--- src/rtl/fir_drv_pkg.sv ---
// Shared types and default sizing for the FIR sample driver.
package fir_drv_pkg;

  typedef enum logic [1:0] {
    StIdle  = 2'd0,
    StIssue = 2'd1,
    StWait  = 2'd2,
    StHold  = 2'd3
  } state_e;

  localparam int unsigned DefaultDataW   = 16;
  localparam int unsigned DefaultOutW    = 38;
  localparam int unsigned DefaultFirSize = 64;

  // Allow the full tap pipeline plus some controller slack before giving up.
  function automatic int unsigned default_timeout(input int unsigned fir_size);
    return fir_size + 16;
  endfunction

  localparam int unsigned DefaultTimeout = default_timeout(DefaultFirSize);

endpackage

--- src/rtl/fir_sample_driver_if.sv ---
// Sample-in, FIR-facing and result-out signals of the FIR sample driver.
interface fir_sample_driver_if
  import fir_drv_pkg::*;
#(
  parameter int unsigned DATA_W = DefaultDataW,
  parameter int unsigned OUT_W  = DefaultOutW
) ();

  logic [DATA_W-1:0] s_data;
  logic              s_valid;
  logic              s_ready;
  logic [DATA_W-1:0] fir_in_data;
  logic              fir_input_valid;
  logic              fir_output_valid;
  logic [OUT_W-1:0]  fir_out_data;
  logic [OUT_W-1:0]  m_data;
  logic              m_valid;
  logic              m_ready;

  modport master (
    input  s_data, s_valid, fir_output_valid, fir_out_data, m_ready,
    output s_ready, fir_in_data, fir_input_valid, m_data, m_valid
  );

  modport slave (
    output s_data, s_valid, fir_output_valid, fir_out_data, m_ready,
    input  s_ready, fir_in_data, fir_input_valid, m_data, m_valid
  );

endinterface

--- src/rtl/sample_fifo.sv ---
// Small power-of-two FIFO with combinational head read and async active-high reset.
module sample_fifo #(
  parameter int unsigned WIDTH = 16,
  parameter int unsigned DEPTH = 8,
  localparam int unsigned PtrW = $clog2(DEPTH),
  localparam int unsigned CntW = PtrW + 1
) (
  input  logic             clk,
  input  logic             rst,
  input  logic             push,
  input  logic [WIDTH-1:0] push_data,
  input  logic             pop,
  output logic [WIDTH-1:0] pop_data,
  output logic             full,
  output logic             empty,
  output logic [CntW-1:0]  count
);

  logic [WIDTH-1:0] mem_q [DEPTH];
  logic [PtrW-1:0]  wr_ptr_q, rd_ptr_q;
  logic [CntW-1:0]  count_q;
  logic             do_push, do_pop;

  assign full     = (count_q == CntW'(DEPTH));
  assign empty    = (count_q == '0);
  assign count    = count_q;
  assign do_push  = push && !full;
  assign do_pop   = pop && !empty;
  assign pop_data = mem_q[rd_ptr_q];

  // Storage needs no reset; count and pointers define what is valid.
  always_ff @(posedge clk) begin
    if (do_push) mem_q[wr_ptr_q] <= push_data;
  end

  always_ff @(posedge clk or posedge rst) begin
    if (rst) begin
      wr_ptr_q <= '0;
      rd_ptr_q <= '0;
      count_q  <= '0;
    end else begin
      if (do_push) wr_ptr_q <= wr_ptr_q + 1'b1;
      if (do_pop)  rd_ptr_q <= rd_ptr_q + 1'b1;
      if (do_push && !do_pop)      count_q <= count_q + 1'b1;
      else if (do_pop && !do_push) count_q <= count_q - 1'b1;
    end
  end

endmodule

--- src/rtl/fir_sample_driver.sv ---
// Feeds buffered samples to the FIR one at a time and hands each result downstream.
module fir_sample_driver
  import fir_drv_pkg::*;
#(
  parameter int unsigned DATA_W     = DefaultDataW,
  parameter int unsigned OUT_W      = DefaultOutW,
  parameter int unsigned FIFO_DEPTH = 8,
  parameter int unsigned FIR_SIZE   = DefaultFirSize,
  parameter int unsigned TIMEOUT    = default_timeout(FIR_SIZE)
) (
  input  logic                clk,
  input  logic                rst,
  fir_sample_driver_if.master bus,
  output logic                busy,
  output logic                err_timeout,
  output logic                err_stray
);

  localparam int unsigned CntW = $clog2(FIFO_DEPTH) + 1;
  localparam int unsigned TmoW = $clog2(TIMEOUT + 1);

  state_e            state_q;
  logic [DATA_W-1:0] fir_in_data_q;
  logic [OUT_W-1:0]  m_data_q;
  logic              m_valid_q;
  logic [TmoW-1:0]   tmo_cnt_q;
  logic              err_timeout_q, err_stray_q;

  logic              fifo_push, fifo_pop, fifo_full, fifo_empty;
  logic [DATA_W-1:0] fifo_pop_data;
  logic [CntW-1:0]   fifo_count;

  assign fifo_push = bus.s_valid && !fifo_full;
  assign fifo_pop  = (state_q == StIdle) && !fifo_empty;

  sample_fifo #(
    .WIDTH (DATA_W),
    .DEPTH (FIFO_DEPTH)
  ) u_sample_fifo (
    .clk       (clk),
    .rst       (rst),
    .push      (fifo_push),
    .push_data (bus.s_data),
    .pop       (fifo_pop),
    .pop_data  (fifo_pop_data),
    .full      (fifo_full),
    .empty     (fifo_empty),
    .count     (fifo_count)
  );

  always_ff @(posedge clk or posedge rst) begin
    if (rst) begin
      state_q       <= StIdle;
      fir_in_data_q <= '0;
      m_data_q      <= '0;
      m_valid_q     <= 1'b0;
      tmo_cnt_q     <= '0;
      err_timeout_q <= 1'b0;
      err_stray_q   <= 1'b0;
    end else begin
      if (bus.fir_output_valid && (state_q != StWait)) err_stray_q <= 1'b1;
      unique case (state_q)
        StIdle: begin
          if (!fifo_empty) begin
            fir_in_data_q <= fifo_pop_data;
            state_q       <= StIssue;
          end
        end
        StIssue: begin
          tmo_cnt_q <= '0;
          state_q   <= StWait;
        end
        StWait: begin
          tmo_cnt_q <= tmo_cnt_q + 1'b1;
          // A result arriving on the last allowed cycle still counts.
          if (bus.fir_output_valid) begin
            m_data_q  <= bus.fir_out_data;
            m_valid_q <= 1'b1;
            state_q   <= StHold;
          end else if (tmo_cnt_q == TmoW'(TIMEOUT - 1)) begin
            err_timeout_q <= 1'b1;
            state_q       <= StIdle;
          end
        end
        StHold: begin
          if (bus.m_ready) begin
            m_valid_q <= 1'b0;
            state_q   <= StIdle;
          end
        end
        default: state_q <= StIdle;
      endcase
    end
  end

  assign bus.s_ready         = (fifo_count != CntW'(FIFO_DEPTH));
  assign bus.fir_in_data     = fir_in_data_q;
  assign bus.fir_input_valid = (state_q == StIssue);
  assign bus.m_data          = m_data_q;
  assign bus.m_valid         = m_valid_q;
  assign busy                = (state_q != StIdle);
  assign err_timeout         = err_timeout_q;
  assign err_stray           = err_stray_q;

endmodule

--- src/flat_wrapper.sv ---
// flat-port wrapper written by rule: the top's interface ports become plain ports
module fir_sample_driver_flat import fir_drv_pkg::*;
#(
  parameter int unsigned DATA_W     = DefaultDataW,
  parameter int unsigned OUT_W      = DefaultOutW,
  parameter int unsigned FIFO_DEPTH = 8,
  parameter int unsigned FIR_SIZE   = DefaultFirSize,
  parameter int unsigned TIMEOUT    = default_timeout(FIR_SIZE)
)
  (clk, rst, busy, err_timeout, err_stray, bus_s_data, bus_s_valid, bus_fir_output_valid, bus_fir_out_data, bus_m_ready, bus_s_ready, bus_fir_in_data, bus_fir_input_valid, bus_m_data, bus_m_valid);
  fir_sample_driver_if #(.DATA_W(DATA_W), .OUT_W(OUT_W)) bus_i ();
  input  logic clk;
  input  logic rst;
  output logic busy;
  output logic err_timeout;
  output logic err_stray;
  input wire logic [$bits(bus_i.s_data)-1:0] bus_s_data;
  input wire logic [$bits(bus_i.s_valid)-1:0] bus_s_valid;
  input wire logic [$bits(bus_i.fir_output_valid)-1:0] bus_fir_output_valid;
  input wire logic [$bits(bus_i.fir_out_data)-1:0] bus_fir_out_data;
  input wire logic [$bits(bus_i.m_ready)-1:0] bus_m_ready;
  output wire logic [$bits(bus_i.s_ready)-1:0] bus_s_ready;
  output wire logic [$bits(bus_i.fir_in_data)-1:0] bus_fir_in_data;
  output wire logic [$bits(bus_i.fir_input_valid)-1:0] bus_fir_input_valid;
  output wire logic [$bits(bus_i.m_data)-1:0] bus_m_data;
  output wire logic [$bits(bus_i.m_valid)-1:0] bus_m_valid;
  assign bus_i.s_data = bus_s_data;
  assign bus_i.s_valid = bus_s_valid;
  assign bus_i.fir_output_valid = bus_fir_output_valid;
  assign bus_i.fir_out_data = bus_fir_out_data;
  assign bus_i.m_ready = bus_m_ready;
  assign bus_s_ready = bus_i.s_ready;
  assign bus_fir_in_data = bus_i.fir_in_data;
  assign bus_fir_input_valid = bus_i.fir_input_valid;
  assign bus_m_data = bus_i.m_data;
  assign bus_m_valid = bus_i.m_valid;
  fir_sample_driver #(.DATA_W(DATA_W), .OUT_W(OUT_W), .FIFO_DEPTH(FIFO_DEPTH), .FIR_SIZE(FIR_SIZE), .TIMEOUT(TIMEOUT)) u_core (.clk(clk), .rst(rst), .bus(bus_i), .busy(busy), .err_timeout(err_timeout), .err_stray(err_stray));
endmodule
--- config.mk ---
export PLATFORM = sky130hd
export DESIGN_NAME = fir_sample_driver_flat
export DESIGN_NICKNAME = d
export VERILOG_FILES = /design/src/rtl/fir_drv_pkg.sv /design/src/rtl/fir_sample_driver_if.sv /design/src/rtl/sample_fifo.sv /design/src/rtl/fir_sample_driver.sv /design/src/flat_wrapper.sv
export SDC_FILE = /design/constraint.sdc
export NUM_CORES = 1
export LEC_CHECK = 0
export ABC_AREA = 1
export CAP_MARGIN = 20
export CORE_UTILIZATION = 35
export DETAILED_ROUTE_END_ITERATION = 10
export GPL_ROUTABILITY_DRIVEN = 1
export GPL_TIMING_DRIVEN = 0
export PLACE_DENSITY = 0.62
export REMOVE_ABC_BUFFERS = 1
export SLEW_MARGIN = 20
export SYNTH_ARGS = -nofsm -noshare
export SYNTH_HDL_FRONTEND = slang
export SYNTH_SLANG_ARGS = --single-unit
--- constraint.sdc ---
create_clock -name clk -period 3 [get_ports clk]
set_clock_uncertainty 0.1 [all_clocks]
set_input_delay 0.6 -clock clk [delete_from_list [all_inputs] [get_ports clk]]
set_output_delay 0.6 -clock clk [all_outputs]
set_load 0.05 [all_outputs]
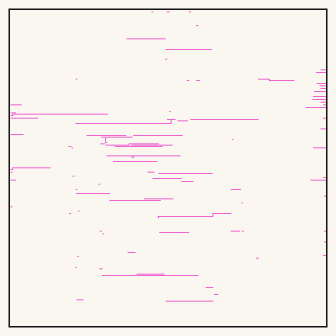
run_1/m3.png
- longest straight run: 48.3 µm
- nets with wire on the layer: 54
- main direction: horizontal
Final Routed Wirelength: 19300 µm
DR vias: 5682

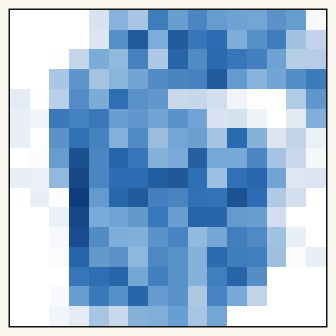
run_1/util_map.png
16 x 16 tiles, from white (low) to dark blue (high), 0 to 100% covered.
- mean over tiles: 41%
- nearly empty tiles: 20%
- densest ninth of the die: middle
- emptiest ninth of the die: top left
- fullest tile: 95%
initial core utilization: 0.357
final design utilization: 0.447
CORE AREA: 24400 µm²

==> reports/qor.log, run 1 <==
[final_timing] maximum frequency from static timing analysis 0.360 GHz
[synth] fraction of the mapped netlist area in adder cells 0.0181
[final_timing] Final Critical Period 2.78 ns
[synth] share of synthesized cell area in and-or and or-and compound cells 0.00933
[pwr] cell-internal power 6960 µW
[floorplanning] Chip Height 160 µm
[final_timing] number of max-slew violations in the final report 0
[worst_setup_path] data arrival at the endpoint of the critical path 3.06 ns
[global_routing] pin count of the biggest net entering global routing 68
[floorplanning] Cell Rows 57
[drt] via count normalized by instance count 4.50
[synth] area reported by Yosys stat 8710 µm²
[pwr] LEAKAGE 0.00469 µW
[placed_design] Setup WS pre-CTS -0.402 ns
[final_timing] summed negative setup slack over all endpoints 0 ns
[run] tool warnings 29
[cts] CTS Buf Count 23
[pwr] Switching Share 0.419
[drt] detail-routed net length per standard cell 15.3 µm
[cells_and_area] total inserted antenna cells 1
[cells_and_area] Non-clock buffer share 0.118
[placed_design] number of port buffers 118
[cts] clk sinks 204
[cts] H-tree level count 1
[synth] # Cells Yosys 801
[pwr] sequential power share 0.364
[final_timing] final cycle utilization of the critical path 0.926
[synth] post-synthesis sequential area ratio 0.659
[global_routing] via count of the first global-routing pass 5662
[worst_hold_path] class of the most critical hold timing path flip-flop to flip-flop
[synth] top cell types by occurrence after synthesis nand2_1, edfxtp_1, inv_1, nand3_1, dfrtp_1
[run_status] run status completed
[worst_setup_path] R2R Setup Slk 0.22 ns
[cells_and_area] number of buffers outside the clock class in the layout 125
[final_timing] tightest hold margin 0.353 ns
[pwr] maximum resistive drop on vdd 0.529 mV
[drt] DRC violation count after routing 0
[drt] Pre-Repair DR Iteration Count 5
[synth] ranking of synthesized cells by area edfxtp_1, dfrtp_1, nand2_1
[cells_and_area] area growth from synthesis to final layout 25.2%
[run] count of maximum capacitance violations 0
[cts] CTS Hold Bufs 0
[worst_setup_path] r2r worst-path depth 13
[synth] cell taking the most area after synthesis edfxtp_1
[synth] Simple Share, Synth 0.179
[cts] maximum buffer depth of the clock tree 3
[cells_and_area] cell group occupying the most layout area sequential cells
[cells_and_area] register bank with the most flops u_core.u_sample_fifo.mem_q
[worst_setup_path] reg2reg start u_core.state_q[1]
[global_routing] aggregate global routing overflow 0
[global_routing] initial antenna violation count 1
[cts] clock root buffer master clkbuf_16
[final_timing] fin worst setup slack 0.222 ns
[cells_and_area] multi-input logic cell count 444
[cells_and_area] layout inverter count without the clock tree 123
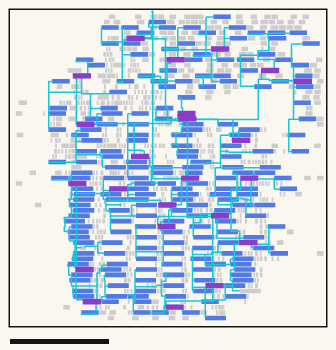
run_1/clock_wires.png
Bar = 50 µm.
- clock-net drivers: purple (count 23)
- flip-flops: blue (count 204)
- clock wires: cyan (length 2460 µm)
- routed clock nets: 24
power in the clock group: 2540 µW
insertion delay of the later-clocked pin in the worst-skew pair: 0.50 ns
fraction of power consumed by the clock network: 0.212

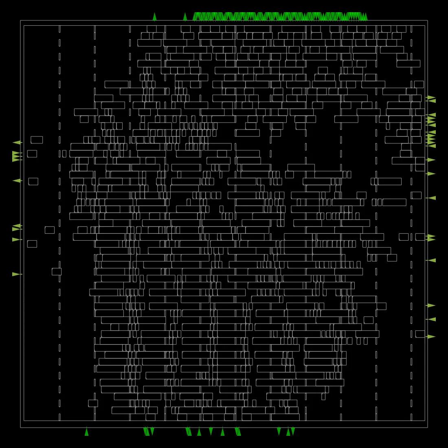
run_1/placed.png
Layout fillers: 2254
sequential portion of the cell area: 0.527
sequential cells: 204
tap cell instance count: 324

==> run 1: power by group through the flow <==
stage / Combinational [µW] / Clock, µW / Sequential, µW
final: 5080 / 2540 / 4370
after global routing: 5520 / 2720 / 4470
after CTS: 5140 / 2610 / 4370
after detailed placement: 5050 / 0 / 4420
after global placement: 4950 / 0 / 4390
after floorplan: 2060 / 0 / 5570
==> run 1: worst max path at each step <==
stage,start,end,slack [ns],cells after the start
after detailed placement,u_core.state_q[1],u_core.u_sample_fifo.count[3],-0.40,13
after global placement,rst,u_core.bus.fir_in_data[5],-1.24,2
after floorplan,u_core.state_q[1],u_core.u_sample_fifo.count[3],-0.03,13
after global routing,u_core.state_q[1],u_core.u_sample_fifo.count[3],0.001,14
after CTS,u_core.u_sample_fifo.count[0],bus_s_ready,0.006,3
final,u_core.state_q[1],u_core.u_sample_fifo.count[3],0.22,13
==> run 1: cell usage in the layout (no fill, tap or decap), types with 6 or more instances in the layout <==
cell	instances
clkbuf_1	6
nor2_1	14
inv_1	117
nand2_1	238
clkbuf_16	23
mux2_1	9
edfxtp_1	128
o21ai_0	6
ha_1	11
clkdlybuf4s50_1	116
clkinv_1	9
nand3_1	106
dfrtp_1	74
mux2_2	29
nor2_2	6
==> run 1: layer usage <==
| metal | up-vias | part of all wire | global-route usage |
|---|---|---|---|
| met5 | - | 0 | 0 |
| met2 | 123 | 0.49 | 0.253 |
| met4 | 0 | 0.029 | 0.0667 |
| met1 | 2682 | 0.44 | 0.202 |
| li1 | 2836 | - | - |
| met3 | 41 | 0.042 | 0.0179 |
==> run 1: critical path: cells and delay by family, from the launching register on <==
family	cells	cell delay, ns
and+or+nand+nor	5	0.53
buffers and inverters	4	0.81
adders and majority gates	3	0.77
DFF	1	0.40
AOI/OAI and AO/OA	1	0.07
--- run 2 (diff from run 1) ---
CTS_CLUSTER_SIZE = 12   (was default)
==> run 2 against run 1 <==
Routed wire length barely moved. First-iteration DRC count rose by 2.3%. Area after synthesis did not move. Synthesized cell count did not move. Register-to-register slack improved by 0.14 ns. Critical path type is now flip-flop to primary output. Critical endpoint is now busy. Largest cell class unchanged. Largest power group unchanged.
==> reports/qor.log, run 2 <==
[pwr] maximum resistive drop on vdd 0.529 mV
[cts] insertion delay of the later-clocked pin in the worst-skew pair 0.49 ns
[synth] Simple Share, Synth 0.179
[cts] clk sinks 204
[final_timing] Final Critical Period 2.75 ns
[worst_setup_path] data arrival at the endpoint of the critical path 2.05 ns
[global_routing] aggregate global routing overflow 0
[synth] cell taking the most area after synthesis edfxtp_1
[worst_setup_path] R2R Setup Slk 0.36 ns
[synth] ranking of synthesized cells by area edfxtp_1, dfrtp_1, nand2_1
[global_routing] initial antenna violation count 1
[final_timing] final cycle utilization of the critical path 0.918
[final_timing] fin worst setup slack 0.247 ns
[cells_and_area] most used cells in the layout excluding fill and tap cells nand2_1, edfxtp_1, inv_1
[synth] area reported by Yosys stat 8710 µm²
[cts] CTS Buf Count 23
[cts] H-tree level count 1
[drt] Pre-Repair DR Iteration Count 4
[synth] post-synthesis sequential area ratio 0.659
[global_routing] via count of the first global-routing pass 5656
[cells_and_area] area growth from synthesis to final layout 25.1%
[drt] DRC violation count after routing 0
[worst_setup_path] category of cells accounting for the largest share of critical-path delay buffers and inverters
[pwr] LEAKAGE 0.00468 µW
[worst_setup_path] Critical path buffers and inverters 3
[cells_and_area] most common logic cell in the routed design nand2_1
[run] count of maximum capacitance violations 0
[synth] top cell types by occurrence after synthesis nand2_1, edfxtp_1, inv_1, nand3_1, dfrtp_1
[placed_design] number of port buffers 118
[cts] CTS Hold Bufs 0
[drt] detail-routed net length per standard cell 15.3 µm
[run] tool warnings 29
[cts] clock root buffer master clkbuf_16
[synth] fraction of the mapped netlist area in adder cells 0.0181
[final_timing] tightest hold margin 0.353 ns
[worst_setup_path] reg2reg start u_core.state_q[1]
[cts] maximum buffer depth of the clock tree 3
[cells_and_area] final design utilization 0.447
[run_status] run status completed
[floorplanning] CORE AREA 24400 µm²
[drt] DR vias 5682
[synth] share of synthesized cell area in and-or and or-and compound cells 0.00933
## run 2: stage by stage
| step | power [µW] | std cells | TNS (ns) |
|---|---|---|---|
| global route | 12700 | 1262 | 0 |
| floorplan | 7630 | 770 | -0.0328 |
| CTS | 12100 | 1261 | 0 |
| global placement | 9350 | 1212 | -156.06 |
| detailed placement | 9470 | 1218 | -0.679 |
| finish | 11900 | 1262 | 0 |
## run 2: logic make-up after synthesis
group | Yosys count
simple gates | 374
compound gates | 14
xor+xnor | 5
fa+ha+maj | 12
mux | 38
buf+inv | 154
flops | 204
## run 2: area by class of cell
cell class / count / area, µm²
fillers: 2258 / 13500
flip-flops and latches: 204 / 5750
multi-input cells: 444 / 2320
repair buffers: 125 / 1280
clock buffers: 34 / 637
inverters: 123 / 469
well taps: 324 / 405
clock inverters: 7 / 31.3
diodes: 1 / 2.50
## run 2: how the worst max path moves through the flow
stage                                             start                            end  cells past startpoint
after CTS                 u_core.u_sample_fifo.count[0]                    bus_s_ready                      3
after floorplan                       u_core.state_q[1]  u_core.u_sample_fifo.count[3]                     13
after global placement                              rst      u_core.bus.fir_in_data[5]                      2
after global routing                  u_core.state_q[1]                           busy                      4
after detailed placement              u_core.state_q[1]  u_core.u_sample_fifo.count[3]                     13
final                                 u_core.state_q[1]                           busy                      4
## run 2: report_power, final
group / internal, µW / leakage (µW) / total [µW] / switching (µW)
clock: 1460 / 0.000320 / 2500 / 1040
sequential: 3750 / 0.00208 / 4370 / 615
combinational: 1720 / 0.00228 / 5080 / 3350
total: 6940 / 0.00468 / 11900 / 5000
## run 2: metal layers
metal  wire, µm  track usage  up-vias  part of all wire
li1           -            -     2837                 -
met1       8350        0.201     2670              0.43
met2       9490        0.253      132              0.49
met3        872       0.0197       43             0.045
met4        545       0.0645        0             0.028
met5          0            0        -                 0
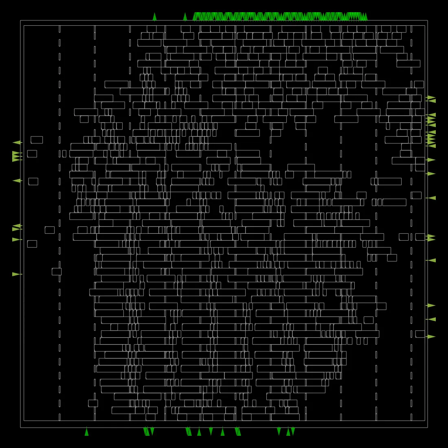
run_2/placed.png
Cell Rows: 57
Layout fillers: 2258

--- run 3 (diff from run 2) ---
CORE_UTILIZATION = 39   (was 35)
PLACE_DENSITY = 0.67   (was 0.62)
SYNTH_HIERARCHICAL = 1   (was default)
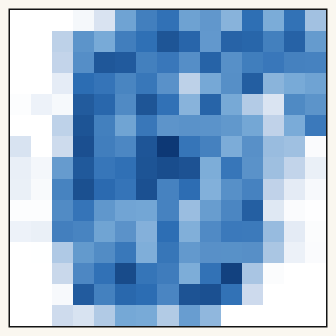
run_3/util_map.png
15 x 15 tiles, from white (low) to dark blue (high), 0 to 100% covered.
- fullest tile: 97%
- tiles over 75% full: 15%
- nearly empty tiles: 15%
- mean over tiles: 46%
final design utilization: 0.500
CORE AREA: 22600 µm²
initial core utilization: 0.397

==> run 3 against run 2 <==
Cell count grew 3.6%. Worst setup slack lost 0.091 ns. Critical endpoint unchanged. Largest cell class unchanged. Largest power group unchanged. Non-clock buffer count grew 12.
==> reports/qor.log, run 3 <==
[final_timing] tightest hold margin 0.327 ns
[floorplanning] Cell Rows 55
[cts] insertion delay of the later-clocked pin in the worst-skew pair 0.50 ns
[drt] via count normalized by instance count 4.54
[pwr] sequential power share 0.346
[cts] H-tree level count 1
[synth] Simple Share, Synth 0.204
[cells_and_area] most used cells in the layout excluding fill and tap cells nand2_1, nor2_1, edfxtp_1
[global_routing] M2 GR Usage 0.284
[run_status] run status completed
[cells_and_area] area growth from synthesis to final layout 25.9%
[cells_and_area] most common logic cell in the routed design nand2_1
[drt] length of routed wiring on met1 7890 µm
[worst_setup_path] Critical path buffers and inverters 3
[pwr] share of power burned in combinational logic 0.445
[drt] Detail Route met3 WL 824 µm
[synth] share of synthesized cell area in and-or and or-and compound cells 0.00836
[drt] total length of routed met2 wires 9410 µm
[placed_design] Setup WS pre-CTS -0.393 ns
[pwr] maximum resistive drop on vdd 0.543 mV
[global_routing] pin count of the biggest net entering global routing 85
[global_routing] met3 Track Usage GR 0.0223
[synth] area reported by Yosys stat 8980 µm²
[drt] detail-routed net length per standard cell 14.2 µm
[drt] uppermost metal layer occupied by signal nets met4
[cells_and_area] Layout fillers 1950
[cts] CTS Hold Bufs 0
[global_routing] busiest layer in global routing met2
[cells_and_area] total inserted antenna cells 0
[pwr] Switching Share 0.411
[synth] # Cells Yosys 875
[final_timing] Final Critical Period 2.84 ns
[placed_design] Cell Count Post-Placement 1265
[worst_setup_path] R2R Setup Slk 0.38 ns
[pwr] fraction of power consumed by the clock network 0.209
[pwr] NetSw 5140 µW
[global_routing] global routing met1 resource utilization 0.197
[global_routing] via count of the first global-routing pass 5916
[worst_setup_path] category of cells accounting for the largest share of critical-path delay buffers and inverters
[worst_setup_path] logic depth of the worst setup path including buffers 4
[cells_and_area] register bank with the most flops u_core/u_sample_fifo/mem_q
[floorplanning] Chip Height 154 µm
[drt] Pre-Repair DR Iteration Count 6
[global_routing] aggregate global routing overflow 0
[synth] top cell types by occurrence after synthesis nand2_1, nor2_1, edfxtp_1, inv_1, dfrtp_1
[worst_setup_path] cell type of the slowest stage on the worst timing path clkdlybuf4s50_1
[worst_setup_path] reg2reg start u_core/u_sample_fifo/count[0]
[final_timing] maximum frequency from static timing analysis 0.352 GHz
[drt] Final Routed Wirelength 18500 µm
[run] count of maximum capacitance violations 0
[pwr] cell-internal power 7390 µW
[run] tool warnings 29
[global_routing] initial antenna violation count 1
[final_timing] final cycle utilization of the critical path 0.948
[cells_and_area] final cell count without fillers 1307
[pwr] Design Power 12500 µW
[cts] maximum buffer depth of the clock tree 3
[synth] post-synthesis sequential area ratio 0.640
[drt] DR vias 5929
[final_timing] number of max-slew violations in the final report 0
[worst_setup_path] data arrival at the endpoint of the critical path 2.14 ns
[worst_setup_path] r2r worst-path depth 14
-- run 3: cell types whose count changed in the layout (fill, tap and decap cells not counted), moves of 9 or more --
cell     change
nand2_1     +63
inv_1       -25
nand3_1     -96
buf_4       +10
mux2_1       -9
nor2_1     +130
mux2_2      -28
mux2_4      +37
-- run 3: power by group through the flow --
stage	clock network [µW]	logic [µW]	registers, µW
2_1_floorplan	0	2520	5650
3_3_place_gp	0	5300	4510
3_5_place_dp	0	5590	4380
4_1_cts	2690	5630	4340
5_1_grt	2800	6100	4440
6_report	2620	5570	4330
-- run 3: repair_timing --
action	4_1_cts	5_1_grt
pin swaps	1	0
setup endpoints to repair	3	1
gates cloned	0	0
gates resized	1	1
endpoints found under the hold margin	0	0
buffers inserted	1	0
-- run 3: worst min path at each step --
stage / from / endpoint
after floorplan: rst / u_core/u_sample_fifo/count[0]
after CTS: rst / u_core/bus.fir_in_data[9]
after global placement: u_core/err_stray / u_core/err_stray
after global routing: rst / u_core/state_q[1]
final: rst / u_core/state_q[1]
after detailed placement: u_core/err_stray / u_core/err_stray
-- run 3: final cells by class --
type / instances / area (µm²) / share of cell area
flip-flops and latches: 204 / 5750 / 0.508
multi-input cells: 544 / 2740 / 0.242
repair buffers: 137 / 1390 / 0.123
clock buffers: 35 / 681 / 0.0602
inverters: 96 / 363 / 0.0321
well taps: 285 / 357 / 0.0315
clock inverters: 6 / 38.8 / 0.00343
-- run 3: worst reg2reg max path, stage by stage (launching register included) --
cell and delay [ns]:
dfrtp_1 0.46, nor2_1 0.17, nand3_1 0.12, inv_1 0.07, nor2_1 0.05, nand2_2 0.25
inv_1 0.11, ha_1 0.23, inv_1 0.15, ha_1 0.28, or2_2 0.31, nand2_1 0.07
nand2_1 0.04, nand3_1 0.06, nand2_1 0.05
No activity file was given, so power comes from the tool's default toggle rates.
